### src/rtl/muller_c_pkg.sv
// muller_c_pkg: shared types and constants for the C-element handshake responder.
package muller_c_pkg;
    typedef enum logic {HS_IDLE, HS_WAIT_LO} hs_state_t;
    localparam int DEFAULT_SYNC_STAGES = 2;
    localparam int XFER_CNT_W = 8;
endpackage

### src/rtl/muller_c_sync.sv
// muller_c_sync: multi-flop synchroniser for an asynchronous single-bit input.
module muller_c_sync #(
    parameter int STAGES = 2
) (
    input  logic clock,
    input  logic reset_n,
    input  logic d,
    output logic q
);
    logic [STAGES-1:0] chain;
    always_ff @(posedge clock) begin
        if (!reset_n) chain <= '0;
        else chain <= {chain[STAGES-2:0], d};
    end
    assign q = chain[STAGES-1];
endmodule

### src/rtl/muller_c_hs_responder.sv
// muller_c_hs_responder: four-phase handshake responder with a one-entry valid/ready
// output buffer, stall timeout flag and transfer counter.
module muller_c_hs_responder
    import muller_c_pkg::*;
#(
    parameter int DATA_W      = 4,
    parameter int SYNC_STAGES = DEFAULT_SYNC_STAGES,
    parameter int TIMEOUT_W   = 8
) (
    input  logic                  clock,
    input  logic                  reset_n,
    input  logic                  req_i,
    input  logic [DATA_W-1:0]     data_i,
    output logic                  ack_o,
    output logic                  out_valid_o,
    output logic [DATA_W-1:0]     out_data_o,
    input  logic                  out_ready_i,
    output logic                  timeout_o,
    output logic [XFER_CNT_W-1:0] xfer_cnt_o
);
    localparam logic [TIMEOUT_W-1:0] STALL_MAX = '1;
    hs_state_t state, state_nxt;
    logic req_s, buf_free, capture, primed, armed;
    logic [SYNC_STAGES-1:0] prime;
    logic [TIMEOUT_W-1:0] stall_cnt, stall_nxt;

    muller_c_sync #(.STAGES(SYNC_STAGES)) u_req_sync (
        .clock   (clock),
        .reset_n (reset_n),
        .d       (req_i),
        .q       (req_s)
    );

    assign buf_free = !out_valid_o | out_ready_i;
    assign primed   = prime[SYNC_STAGES-1];
    assign ack_o    = state == HS_WAIT_LO;

    always_comb begin
        state_nxt = state;
        capture   = 1'b0;
        stall_nxt = stall_cnt;
        if (state == HS_IDLE) begin
            if (req_s && armed && buf_free) begin
                capture   = 1'b1;
                state_nxt = HS_WAIT_LO;
                stall_nxt = '0;
            end
        end else if (!req_s) begin
            state_nxt = HS_IDLE;
        end else if (stall_cnt != STALL_MAX) begin
            stall_nxt = stall_cnt + 1'b1;
        end
    end

    // A low req only arms capture once the synchroniser holds genuine samples, so a req
    // left high across reset is not taken as a fresh request.
    always_ff @(posedge clock) begin
        if (!reset_n) begin
            state       <= HS_IDLE;
            prime       <= '0;
            armed       <= 1'b0;
            stall_cnt   <= '0;
            timeout_o   <= 1'b0;
            out_valid_o <= 1'b0;
            out_data_o  <= '0;
            xfer_cnt_o  <= '0;
        end else begin
            state     <= state_nxt;
            prime     <= {prime[SYNC_STAGES-2:0], 1'b1};
            armed     <= capture ? 1'b0 : armed | (primed & !req_s);
            stall_cnt <= stall_nxt;
            timeout_o <= timeout_o | (ack_o && stall_nxt == STALL_MAX);
            if (capture) begin
                out_data_o  <= data_i;
                out_valid_o <= 1'b1;
                xfer_cnt_o  <= xfer_cnt_o + 1'b1;
            end else if (out_ready_i) begin
                out_valid_o <= 1'b0;
            end
        end
    end
endmodule

### config.mk
export PLATFORM = sky130hd
export DESIGN_NAME = muller_c_hs_responder
export DESIGN_NICKNAME = d
export VERILOG_FILES = /design/src/rtl/muller_c_pkg.sv /design/src/rtl/muller_c_sync.sv /design/src/rtl/muller_c_hs_responder.sv
export SDC_FILE = /design/constraint.sdc
export NUM_CORES = 1
export LEC_CHECK = 0
export ABC_AREA = 1
export CAP_MARGIN = 25
export CORE_UTILIZATION = 58
export CTS_BUF_LIST = sky130_fd_sc_hd__clkbuf_4
export DETAILED_ROUTE_END_ITERATION = 8
export PLACE_DENSITY = 0.86
export REMOVE_ABC_BUFFERS = 1
export SKIP_LAST_GASP = 1
export SLEW_MARGIN = 20
export SYNTH_ARGS = -nofsm -noshare
export SYNTH_HDL_FRONTEND = slang
export SYNTH_HIERARCHICAL = 1
export SYNTH_SLANG_ARGS = --single-unit
### constraint.sdc
create_clock -name clock -period 2.58 [get_ports clock]
set_input_delay 0.258 -clock clock [delete_from_list [all_inputs] [get_ports clock]]
set_output_delay 0.258 -clock clock [all_outputs]
set_load 0.05 [all_outputs]
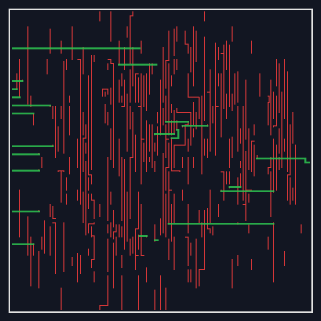
Figure 1: run 1, metal layers overlaid.
(6 px per um) Two of the layers only.
colour	layer	wire length
red	M2	1330 um
green	M3	116 um
GRT Total Usage: 25.0%
WL final: 2.77 mm

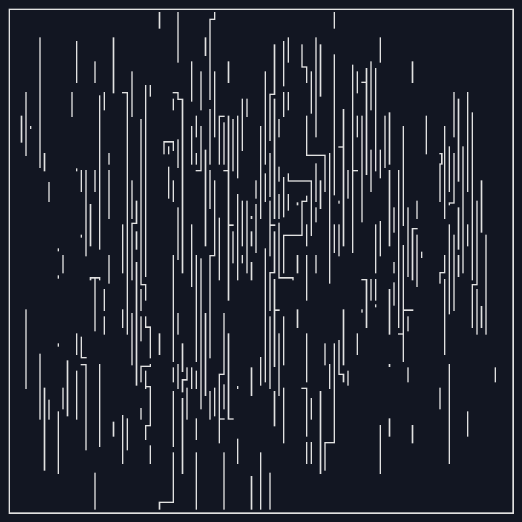
Figure 2: run 1, met2 routing.
(10 px per um)
main direction	vertical
share of all routed wire	48%
longest straight run	24.1 um
wire length on this layer	1330 um
nets with wire on the layer	190
GRT met2 Usage: 43.3%
via count: 1270

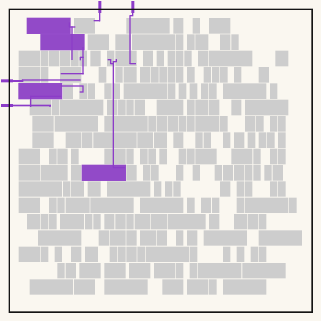
Figure 3: run 1, wires at chosen ports, followed through buffers.
(6 px per um)
colour	port	bits	direction	edge	end cells	buffers	wire
purple	`out_data_o`	4	output	2 west, 2 north	4	4	80.1 um
PortBufs: 22
boundary pin count: 23

==> run notes, run 1 <==
yosys + openroad results -> final core area utilization=73.2%, Die Y=50.2 um, Tool Warnings=25, yosys warns=6, Final Cycle Share=73.4%, CP Capture Point=ack_o, fraction of area in multi-input gates=40.1%, Post-synth top cells=nand2_1 (61), inv_1 (29), dfxtp_1 (28), a21oi_1 (17), register area=561 um2, logic area=649 um2, Switching Fraction=22.4%, clock sinks=28, Placer Congestion=0.874, yosys cell count=196, H-tree depth=1, clk cell area share=1.39%, met1 Use GR=28.2%, Power Combinational=39.6 uW, synthesized cell area=1350 um2, status=finished clean, Pint=512 uW, vias per cell=5.12, Mean Syn Cell Area=6.89 um2, Placed Area=1600 um2, crit end category=primary output, fa+ha+maj area frac=1.85%, largest cell class by area=multi-input combinational cells, CLK BUF=3, max_slew headroom=66.4%, Non-CTS buffers=23, Hold EP=u_req_sync/chain[1], metal2 WL=1.33 mm, Bufs and invs on worst path=1, largest net degree at the start of global routing=18, initial detailed-routing violation count=38, Required @ worst endpoint=2.32 ns, Top Layer Used=met4, P_leak=0.000653 uW, setup violators final=0, Startpoint Class=register, Crit path depth=1, most used logic cell in the final layout=nand2_1, flop count=28, Area growth syn-to-layout=20.0%, net load switching power=148 uW, die area=2520 um2, Data buffer area share=14.1%
==> inputs of run 2 (changes only) <==
CORE_UTILIZATION = 49   (was 58)
PLACE_DENSITY = 0.78   (was 0.86)
clock period = 1.6 ns   (was 2.58 ns; I/O delays follow)
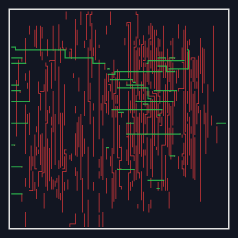
Figure 4: run 2, metal layers overlaid.
(4 px per um) Two of the layers only.
colour	layer	wire length
red	M2	1830 um
green	M3	171 um
WL final: 3.53 mm
GRT Total Usage: 23.0%
WL/cell: 13.3 um
via count: 1394

==> run 2 against run 1 <==
  * Non-clock buffer count increased by 14
  * Design area increased by 12%
  * Critical path depth increased by 11
  * The run now ends with setup timing left
  * Area after synthesis unchanged
  * Sequential share of layout area decreased by 3.3 points
  * Critical path type is now register to register
  * First-iteration DRC count increased by 21%
  * Wire length increased by 27%
==> run notes, run 2 <==
yosys + openroad results -> P_leak=0.000821 uW, Bufs and invs on worst path=1, final hold vios=0, number of global-route vias before repair=1188, hold path start=req_i, fraction of area in multi-input gates=39.2%, crit end category=register, Area growth syn-to-layout=34.3%, critical path peak fanout=6, Tool Warnings=26, Required @ worst endpoint=1.88 ns, Mean Syn Cell Area=6.89 um2, Die Y=54.5 um, GRT met2 Usage=41.9%, Power Combinational=72.3 uW, Clock Path Buffers=2, clk latency late pin=0.33 ns, ys flops=28, violated checks=setup timing, metal3 WL=170 um, metal2 WL=1.83 mm, largest power group=registers, setup violators final=1, Startpoint Class=register, Synth top cell by count=nand2_1, setup ws final=-0.0441 ns, clk cell area share=2.90%, post-route ant nets=0, cell taking the most area after synthesis=dfxtp_1, logic area=711 um2, final antenna diode count=0, largest net degree at the start of global routing=17, synthesized cell area=1350 um2, Switching Fraction=20.8%, yosys warns=6, MI comb cells=133, most used logic cell in the final layout=nand2_1, Pint=994 uW, met1 Use GR=26.9%, invs w/o clock=33, Slowest Stage Delay on Critical Path=0.38 ns, Hold Buf Count CTS=0, H-tree depth=1, net load switching power=261 uW, initial detailed-routing violation count=46, CP Capture Point=timeout_o, layer with the highest usage=met2, status=finished, violations left, chip area in the Yosys report=1350 um2, Placer Congestion=0.908, CLK BUF=3, asr flop ratio synth=0%, Crit path depth=12, Slowest cell on crit path=dfxtp_2, register area=568 um2, # DRC=0, boundary pin count=23, clock share of power=37.4%, Placed Area=1640 um2, die area=2970 um2, fa+ha+maj area frac=1.85%, placed cell count=256, Non-CTS buffers=37, max_slew headroom=78.9%, yosys cell count=196, post-route design area=1810 um2, yosys xor share=0%, clock sinks=28, Hold EP=u_req_sync/chain[0], Top cells by area=dfxtp_1 (42%), nand2_1 (17%), inv_1 (8.1%), PortBufs=22, final core area utilization=71.2%, Final Cycle Share=103%, Data buffer area share=17.6%, Post-synth top cells=nand2_1 (61), inv_1 (29), dfxtp_1 (28), a21oi_1 (17), quantity of gates resized following cts=1, Post-Synthesis Cells=196, vias per cell=5.26, largest cell class by area=multi-input combinational cells, Top Layer Used=met4
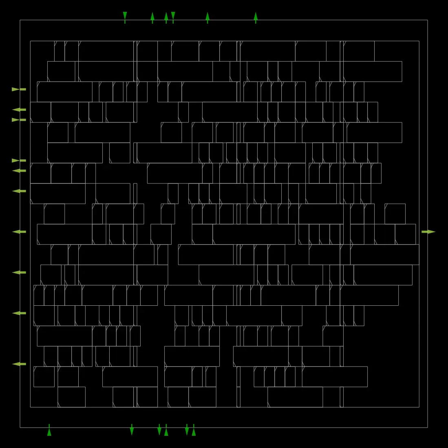
Figure 5: run 2, placed standard cells.
flop count: 28
flop share of the area: 31.3%
tap cells: 30
Core ar.: 2540 um2
fill cell count: 203

==> inputs of run 3 (changes only) <==
GPL_ROUTABILITY_DRIVEN = 0   (was unset)
SLEW_MARGIN = unset   (was 20)
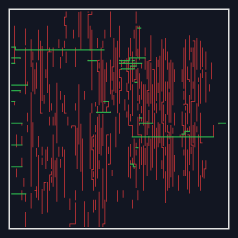
Figure 6: run 3, metal layers overlaid.
(4 px per um) Two of the layers only.
colour	layer	wire length
green	M3	98.9 um
red	M2	1640 um
via count: 1351
GRT Total Usage: 23.1%
WL/cell: 12.2 um
WL final: 3.19 mm

==> run 3 against run 2 <==
  * The flow still finishes with violations (setup timing)
  * Critical path depth shrank 1
  * Design area shrank 3.5%
  * Sequential power is essentially flat
  * Final cell count shrank 1.1%
  * Synthesized cell count is the same
==> run notes, run 3 <==
yosys + openroad results -> Slowest Stage Delay on Critical Path=0.38 ns, Synth top cell by count=nand2_1, Tool Warnings=26, final core area utilization=68.7%, layer with the highest usage=met2, Core ar.=2540 um2, quantity of gates resized following cts=6, clock sinks=28, flop count=28, violated checks=setup timing, Power Combinational=74.0 uW, setup ws final=-0.0265 ns, Hold EP=u_req_sync/chain[0], setup violators final=1, MI comb cells=134, crit end category=register, Data buffer area share=16.3%, net load switching power=251 uW, die area=2970 um2, Pint=834 uW, largest net degree at the start of global routing=16, clk cell area share=1.50%, Area growth syn-to-layout=29.6%, Startpoint Class=register, Placed Area=1640 um2, post-route design area=1750 um2, ys flops=28, metal3 WL=98 um, status=finished, violations left, register area=566 um2, yosys warns=6, P_leak=0.000792 uW, boundary pin count=23, hold path start=req_i, Clock Path Buffers=2, CP Capture Point=timeout_o, yosys cell count=196, asr flop ratio synth=0%, largest power group=registers, Mean Syn Cell Area=6.89 um2, placed cell count=255, PortBufs=22, fa+ha+maj area frac=1.85%, fill cell count=219, met1 Use GR=26.1%, number of global-route vias before repair=1192, fraction of area in multi-input gates=40.6%, critical path peak fanout=6, CLK BUF=3, vias per cell=5.16, Switching Fraction=23.2%, most used logic cell in the final layout=nand2_1, Top Layer Used=met4, Slowest cell on crit path=dfxtp_2, # DRC=0, cell taking the most area after synthesis=dfxtp_1, Final Cycle Share=102%, chip area in the Yosys report=1350 um2, clock share of power=27.3%, post-route ant nets=0, H-tree depth=1, Top cells by area=dfxtp_1 (42%), nand2_1 (17%), inv_1 (8.1%), Post-synth top cells=nand2_1 (61), inv_1 (29), dfxtp_1 (28), a21oi_1 (17), final hold vios=0, tap cells=30, Die Y=54.5 um, clk latency late pin=0.32 ns, flop share of the area=32.3%, Hold Buf Count CTS=0, Crit path depth=11, final antenna diode count=0
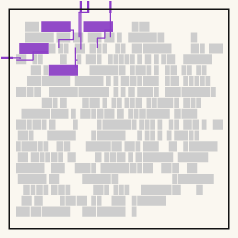
Figure 7: run 3, wires at chosen ports, followed through buffers.
(4 px per um)
colour	port	bits	direction	edge	end cells	buffers	wire
purple	`out_data_o`	4	output	3 north, 1 west	4	4	59.1 um

Power and IR drop assume default switching activity.
